[config.mk]
export PLATFORM = sky130hd
export DESIGN_NAME = logic_op_ctrl
export DESIGN_NICKNAME = d
export VERILOG_FILES = /design/src/rtl/logic_pkg.sv /design/src/rtl/logic_op_ctrl_units.sv /design/src/rtl/logic_op_ctrl.sv
export SDC_FILE = /design/constraint.sdc
export NUM_CORES = 1
export LEC_CHECK = 0
export CAP_MARGIN = 20
export CORE_ASPECT_RATIO = 0.75
export CORE_MARGIN = 4
export CORE_UTILIZATION = 64
export DETAILED_ROUTE_END_ITERATION = 10
export DONT_BUFFER_PORTS = 1
export GPL_TIMING_DRIVEN = 0
export PLACE_DENSITY = 0.78
export SLEW_MARGIN = 20
export SYNTH_ARGS = -nofsm -noshare
export SYNTH_HDL_FRONTEND = slang
export SYNTH_HIERARCHICAL = 1
export SYNTH_SLANG_ARGS = --single-unit
[constraint.sdc]
create_clock -name clk -period 2.4 [get_ports clk]
set_input_delay 0.48 -clock clk [delete_from_list [all_inputs] [get_ports clk]]
set_output_delay 0.48 -clock clk [all_outputs]
set_load 0.005 [all_outputs]
[src/rtl/logic_pkg.sv]
// Shared constants and types for the bitwise logic sequencing front-end.
package logic_pkg;

  localparam int W  = 32;
  localparam int RW = 67;
  localparam int CW = 16;

  localparam logic [1:0] OP_AND = 2'b00;
  localparam logic [1:0] OP_OR  = 2'b01;
  localparam logic [1:0] OP_XOR = 2'b10;
  localparam logic [1:0] OP_ILL = 2'b11;

  typedef enum logic [1:0] {
    IDLE = 2'd0,
    EXEC = 2'd1,
    HOLD = 2'd2
  } state_t;

endpackage

[src/rtl/logic_op_ctrl_units.sv]
// Bitwise logic units shared with the ALU; purely combinational, one per function.
module and_op #(
  parameter int W = 32
) (
  input  logic [W-1:0] a,
  input  logic [W-1:0] b,
  output logic [W-1:0] y
);
  assign y = a & b;
endmodule

module or_op #(
  parameter int W = 32
) (
  input  logic [W-1:0] a,
  input  logic [W-1:0] b,
  output logic [W-1:0] y
);
  assign y = a | b;
endmodule

module xor_op #(
  parameter int W = 32
) (
  input  logic [W-1:0] a,
  input  logic [W-1:0] b,
  output logic [W-1:0] y
);
  assign y = a ^ b;
endmodule

[src/rtl/logic_op_ctrl.sv]
// Accepts one logic-op request, runs all three units on latched operands and
// holds the zero-extended result plus flags until the consumer takes it.
module logic_op_ctrl #(
  parameter int W  = logic_pkg::W,
  parameter int RW = logic_pkg::RW,
  parameter int CW = logic_pkg::CW
) (
  input  logic          clk,
  input  logic          rst_b,
  input  logic          in_valid,
  output logic          in_ready,
  input  logic [1:0]    op,
  input  logic [W-1:0]  a,
  input  logic [W-1:0]  b,
  output logic          out_valid,
  input  logic          out_ready,
  output logic [RW-1:0] result,
  output logic          zero,
  output logic          neg,
  output logic          err,
  output logic [CW-1:0] op_cnt
);
  import logic_pkg::*;

  state_t        state_q, state_d;
  logic [1:0]    op_q;
  logic [W-1:0]  a_q, b_q;
  logic [W-1:0]  and_y, or_y, xor_y, sel;
  logic [W-1:0]  res_q;
  logic          zero_q, neg_q, err_q;
  logic [CW-1:0] cnt_q;

  and_op #(.W(W)) u_and (.a(a_q), .b(b_q), .y(and_y));
  or_op  #(.W(W)) u_or  (.a(a_q), .b(b_q), .y(or_y));
  xor_op #(.W(W)) u_xor (.a(a_q), .b(b_q), .y(xor_y));

  // NOTE: sequential state uses <= so every register samples pre-edge values.
  always_ff @(posedge clk) begin
    if (!rst_b) state_q <= IDLE;
    else        state_q <= state_d;
  end

  // NOTE: default assignment first so no path leaves state_d unassigned (no latch).
  always_comb begin
    state_d = state_q;
    case (state_q)
      IDLE:    if (in_valid) state_d = EXEC;
      EXEC:    state_d = HOLD;
      HOLD:    if (out_ready) state_d = IDLE;
      default: state_d = IDLE;
    endcase
  end

  always_comb begin
    in_ready  = (state_q == IDLE);
    out_valid = (state_q == HOLD);
  end

  // Illegal opcode selects zero, which yields zero=1 and neg=0 for free.
  always_comb begin
    sel = '0;
    case (op_q)
      OP_AND:  sel = and_y;
      OP_OR:   sel = or_y;
      OP_XOR:  sel = xor_y;
      default: sel = '0;
    endcase
  end

  // NOTE: operand latches are reset too, so the units never see X after reset.
  always_ff @(posedge clk) begin
    if (!rst_b) begin
      op_q   <= OP_AND;
      a_q    <= '0;
      b_q    <= '0;
      res_q  <= '0;
      zero_q <= 1'b0;
      neg_q  <= 1'b0;
      err_q  <= 1'b0;
      cnt_q  <= '0;
    end else begin
      case (state_q)
        IDLE: if (in_valid) begin
          op_q <= op;
          a_q  <= a;
          b_q  <= b;
        end
        EXEC: begin
          res_q  <= sel;
          zero_q <= (sel == '0);
          neg_q  <= sel[W-1];
          err_q  <= (op_q == OP_ILL);
        end
        HOLD: if (out_ready) cnt_q <= cnt_q + CW'(1);
        default: ;
      endcase
    end
  end

  assign result = {{(RW-W){1'b0}}, res_q};
  assign zero   = zero_q;
  assign neg    = neg_q;
  assign err    = err_q;
  assign op_cnt = cnt_q;

endmodule

Run 1, routing congestion map:
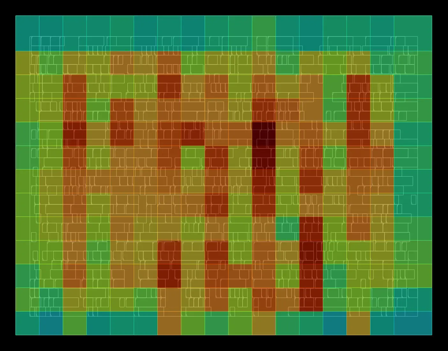
fin util: 75.66%
Global Route met2 Usage: 46.25%
met3 Use GR: 8.525%

Run 1, sequential cells colored by netlist name:
Drawn at 2 px/µm.
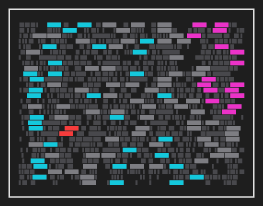
signal	color	placed flops
op_q	red	2
a_q	cyan	32
op_cnt	magenta	16
not colored	68
Sequential Area: 2362 µm²
sequential share of cell area: 33.81%
Seq. pwr: 2.19 mW

==> impl_metrics.toml, run 1 <==
# yosys + openroad results
[drt]
via_per_inst = 5.514
dr.pass1.iters = 5
wire_per_inst_um = 17.09
highest_layer = "met4"
m1WireLength_um = 6759
route.met2.wl_um = 7306

[layout]
inverters = 0
layout.comb_gates.multi_input = 573
layout.area.comb_um2 = 3451
layout-drive-gt1-share_pct = 9.938
filler_cell_count = 714
buffers_excl_clock = 84
seq_cell_count = 118
finalNetCount = 865
buf_share_pct = 7.199
clock_cell_area_share_pct = 7.307
antenna_cells = 0
fin_area_um2 = 6987
syn2layout_area_growth_pct = 13.01
sh_comb_area_pct = 49.39

[power]
p_switching_mw = 1.329
clk-power_mw = 2.21
leakage_nw = 2.974
intPower_mw = 3.739
p_seq_share_pct = 43.2
sw_frac_of_total_pct = 26.22
cellPowerDensity_nw_per_um2 = 725.3
combPwrFrac_pct = 13.2
maxPowerGroup = "the clock network"

[yosys]
ys_top_logic_family = "simple AND/OR/NAND/NOR gates"
ff_type = "dfxtp_1"
ys_area_um2 = 6182
synth_cell_types = 38
mux_share_pct = 5.343
ys_warn_count = 6
top_area_share_pct = 38.21
top_cell = "nand2_1"
synthTopCellsByArea = "dfxtp_1 38%, nand2_1 8.6%, a21boi_0 5.5%, mux2i_1 5.3%, xor2_1 5.1%"
ys_ff = 118
xor_share_pct = 6.234
ys_cells = 741
ys_seq_share_pct = 38.21
synthAoiAreaFrac_pct = 13.78

[setup_path]
crit_type = "reg2reg"
path_delay_family = "simple AND/OR/NAND/NOR gates"
endpoint = "zero"
critPathLaunch = "op_q[0]"
endpoint_kind = "flip-flop"
max_stage_delay_ps = 470
start_kind = "flip-flop"
cp.depth = 8
slowest_stage = "nor4_1"
r2r_setup_slack_ps = 190
rr_startpoint = "op_q[0]"

[sta]
rsz0062_at_grt = "false"
slew_violations = 0
hold_slack_ps = 201.8
fin_setup_tns_ps = 0
setup_slack_ps = 193.2
max_freq_mhz = 453.1
maxSlewHeadroom_pct = 59.23
final-hold-violation-count = 0
tightest_slew_ps = 611.6

[min_path]
hp-class = "in2reg"
min_from = "a[9]"
hold_path_end = "a_q[9]"

[floorplanning]
chipArea_um2 = 11310
die_w_um = 121.5
fp-row-count = 30
fp_util_pct = 66.95
ios = 158
core_um2 = 9234

[run]
tool_warnings = 26

[global_route]
grt_max_degree = 17
busiest_layer = "met2"
grt_overflow = 0
grt_pass1_vias = 5078
grt_antenna_before_repair = 0
grtUsageMet1_pct = 36.20

[placed_design]
dp_hpwl_um = 11950
place_area_um2 = 6470

[clocking]
clk_pin_slew_ps = 50
clock_sinks = 118

[outcome]
status = "finished, final reports clean"
Run 1, metal layers overlaid:
Drawn at 3 px/µm.
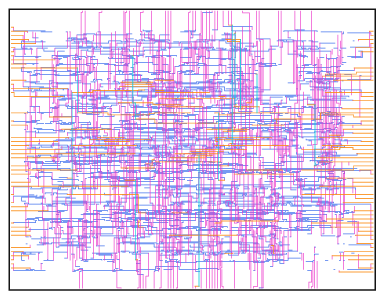
layer	color	wire length
M2	magenta	7,310 µm
M1	blue	6,760 µm
M4	cyan	283 µm
M3	orange	1,590 µm
DR vias: 5,145
drt total wl: 15,940 µm
total track usage: 28.27%

Run 1, nets reached from selected ports:
Drawn at 3 px/µm.
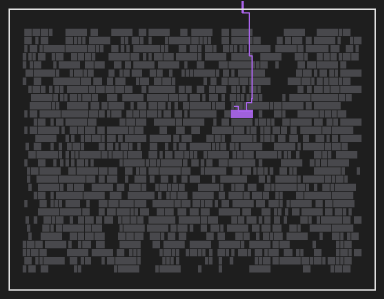

--- run 2 (diff from run 1) ---
- GPL_TIMING_DRIVEN: 0 -> 1
- TNS_END_PERCENT: not set -> 10
Run 2, nets reached from selected ports:
Drawn at 3 px/µm.
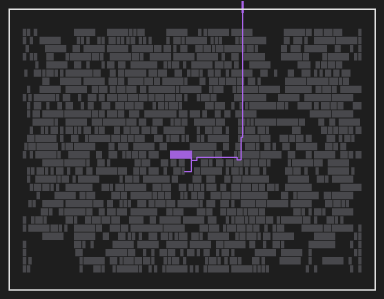
port	color	bits	direction	end cells	buffers	wire
zero	purple	1	output	1	0	75.6 µm
PortBufs: 0
I/O Pins: 158

==> impl_metrics.toml, run 2 <==
# yosys + openroad results
[layout]
seq_share_pct = 35.45
sh_comb_area_pct = 51.76
antenna_cells = 0
buffers_excl_clock = 10
filler_cell_count = 749
syn2layout_area_growth_pct = 7.832
clock_cell_area_share_pct = 8.878
clkbuf_count = 22
reg.largest.list = "a_q x32, b_q x32, res_q x32"
final_util_pct = 72.20
buf_share_pct = 1.502
seq_cell_count = 118
fin_area_um2 = 6666
finalNetCount = 791
layout-drive-gt1-share_pct = 6.412
inverters = 0
final_cell_mix = "141 x nand2_1, 117 x dfxtp_1, 66 x nor2_1"
seq_area_um2 = 2364
layout.comb_gates.multi_input = 573
layout.area.comb_um2 = 3451

[sta]
hold_slack_ps = 203.6
maxSlewHeadroom_pct = 48.26
min_period_over_period_pct = 85.97
fin_setup_tns_ps = 0
max_freq_mhz = 484.7
slew_violations = 0
final-setup-viol-count = 0
rsz0062_at_grt = "false"
tightest_slew_ps = 774.4
final-hold-violation-count = 0
setup_slack_ps = 336.8

[placed_design]
place_inst = 829
dp_hpwl_um = 9901
place_area_um2 = 6075

[setup_path]
path_cells = "buf_12 -> nor2b_4 -> o2bb2ai_1 -> nor4_1 -> nand4_1 -> o31ai_1 -> and2_1"
crit_fanout = 32
path_buffers = 1
max_stage_delay_ps = 460
crit_type = "reg2reg"
start_kind = "flip-flop"
critPathLaunch = "op_q[0]"
endpoint_kind = "flip-flop"
r2r_cells = 7
slowest_stage = "dfxtp_2"
rr_startpoint = "op_q[0]"
worstPathArrival_ps = 2410
endpoint = "zero"
path_delay_family = "simple AND/OR/NAND/NOR gates"
r2r_setup_slack_ps = 340
cp.depth = 7
cp.required_ps = 2750
timing.rr.end = "zero"

[power]
cellPowerDensity_nw_per_um2 = 789.4
intPower_mw = 3.987
clkPwrFrac_pct = 47.9
p_switching_mw = 1.276
p_comb_mw = 0.545
clk-power_mw = 2.52
sw_frac_of_total_pct = 24.24
peakVddDrop_mv = 0.5223
p_seq_share_pct = 41.8
combPwrFrac_pct = 10.4
maxPowerGroup = "the clock network"
sequentialPower_mw = 2.20
leakage_nw = 2.759

[yosys]
mux_share_pct = 5.343
xor_share_pct = 6.234
ys_cells = 741
synthCells = 741
synth_adder_area_share_pct = 0.2024
ys_seq_share_pct = 38.21
synthSimpleGateAreaFrac_pct = 28.03
synth_cell_types = 38
top_area_share_pct = 38.21
edf_count = 0
ys_warn_count = 6
synthAoiAreaFrac_pct = 13.78
top_cell = "nand2_1"
avgSynthCellArea_um2 = 8.343
synthTopCellsByArea = "dfxtp_1 38%, nand2_1 8.6%, a21boi_0 5.5%, mux2i_1 5.3%, xor2_1 5.1%"
ff_type = "dfxtp_1"
ys_ff = 118
ys_area_um2 = 6182
ys_top_logic_family = "simple AND/OR/NAND/NOR gates"

[global_route]
busiest_layer = "met2"
grtUsageMet1_pct = 31.61
grt_use_met2_pct = 38.39
grt_overflow = 0
grt_usage_pct = 24.30
grt_pass1_vias = 4567
grt_first_pass_wirelength_um = 21970
grt_antenna_before_repair = 0
grt_max_degree = 119
use_met3_pct = 8.041

[min_path]
min_from = "b[24]"
hp-class = "in2reg"
min_path_cells = 2
hold_path_end = "b_q[24]"

[drt]
vias = 4754
route.met2.wl_um = 6146
wl_um = 13820
dr.pass1.iters = 4
postRouteAntennaNets = 0
wire_per_inst_um = 16.06
highest_layer = "met4"
drc_errors = 0
m1WireLength_um = 6144
via_per_inst = 5.521

[clocking]
clock_sinks = 118
clk_pin_slew_ps = 60
cts_max_level = 4
cts_root_buffer = "clkbuf_16"
clk_latency_ps = 410
cts_made_buffers = 17

[outcome]
status = "finished, final reports clean"

[run]
tool_warnings = 28
maxCapViolCount = 0

[floorplanning]
fp-row-count = 30
tap_cells = 128
core_um2 = 9234
chipArea_um2 = 11310
fp_util_pct = 66.95
Run 2, ports around the boundary:
Drawn at 2 px/µm. Pins as bars across the die edge, other pins in gray.
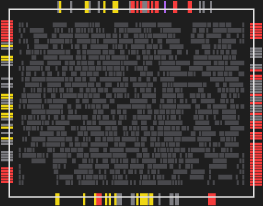
port	color	pins	direction	edge
zero	purple	1	output	top
result	red	67	output	34 right, 14 left, 12 top, 7 bottom
b	yellow	32	input	14 bottom, 11 left, 7 top
all pins by edge	52 right, 43 left, 32 bottom, 31 top
die width: 121.5 µm
Die Y: 93.12 µm

Power is estimated from default activity; no workload was simulated.
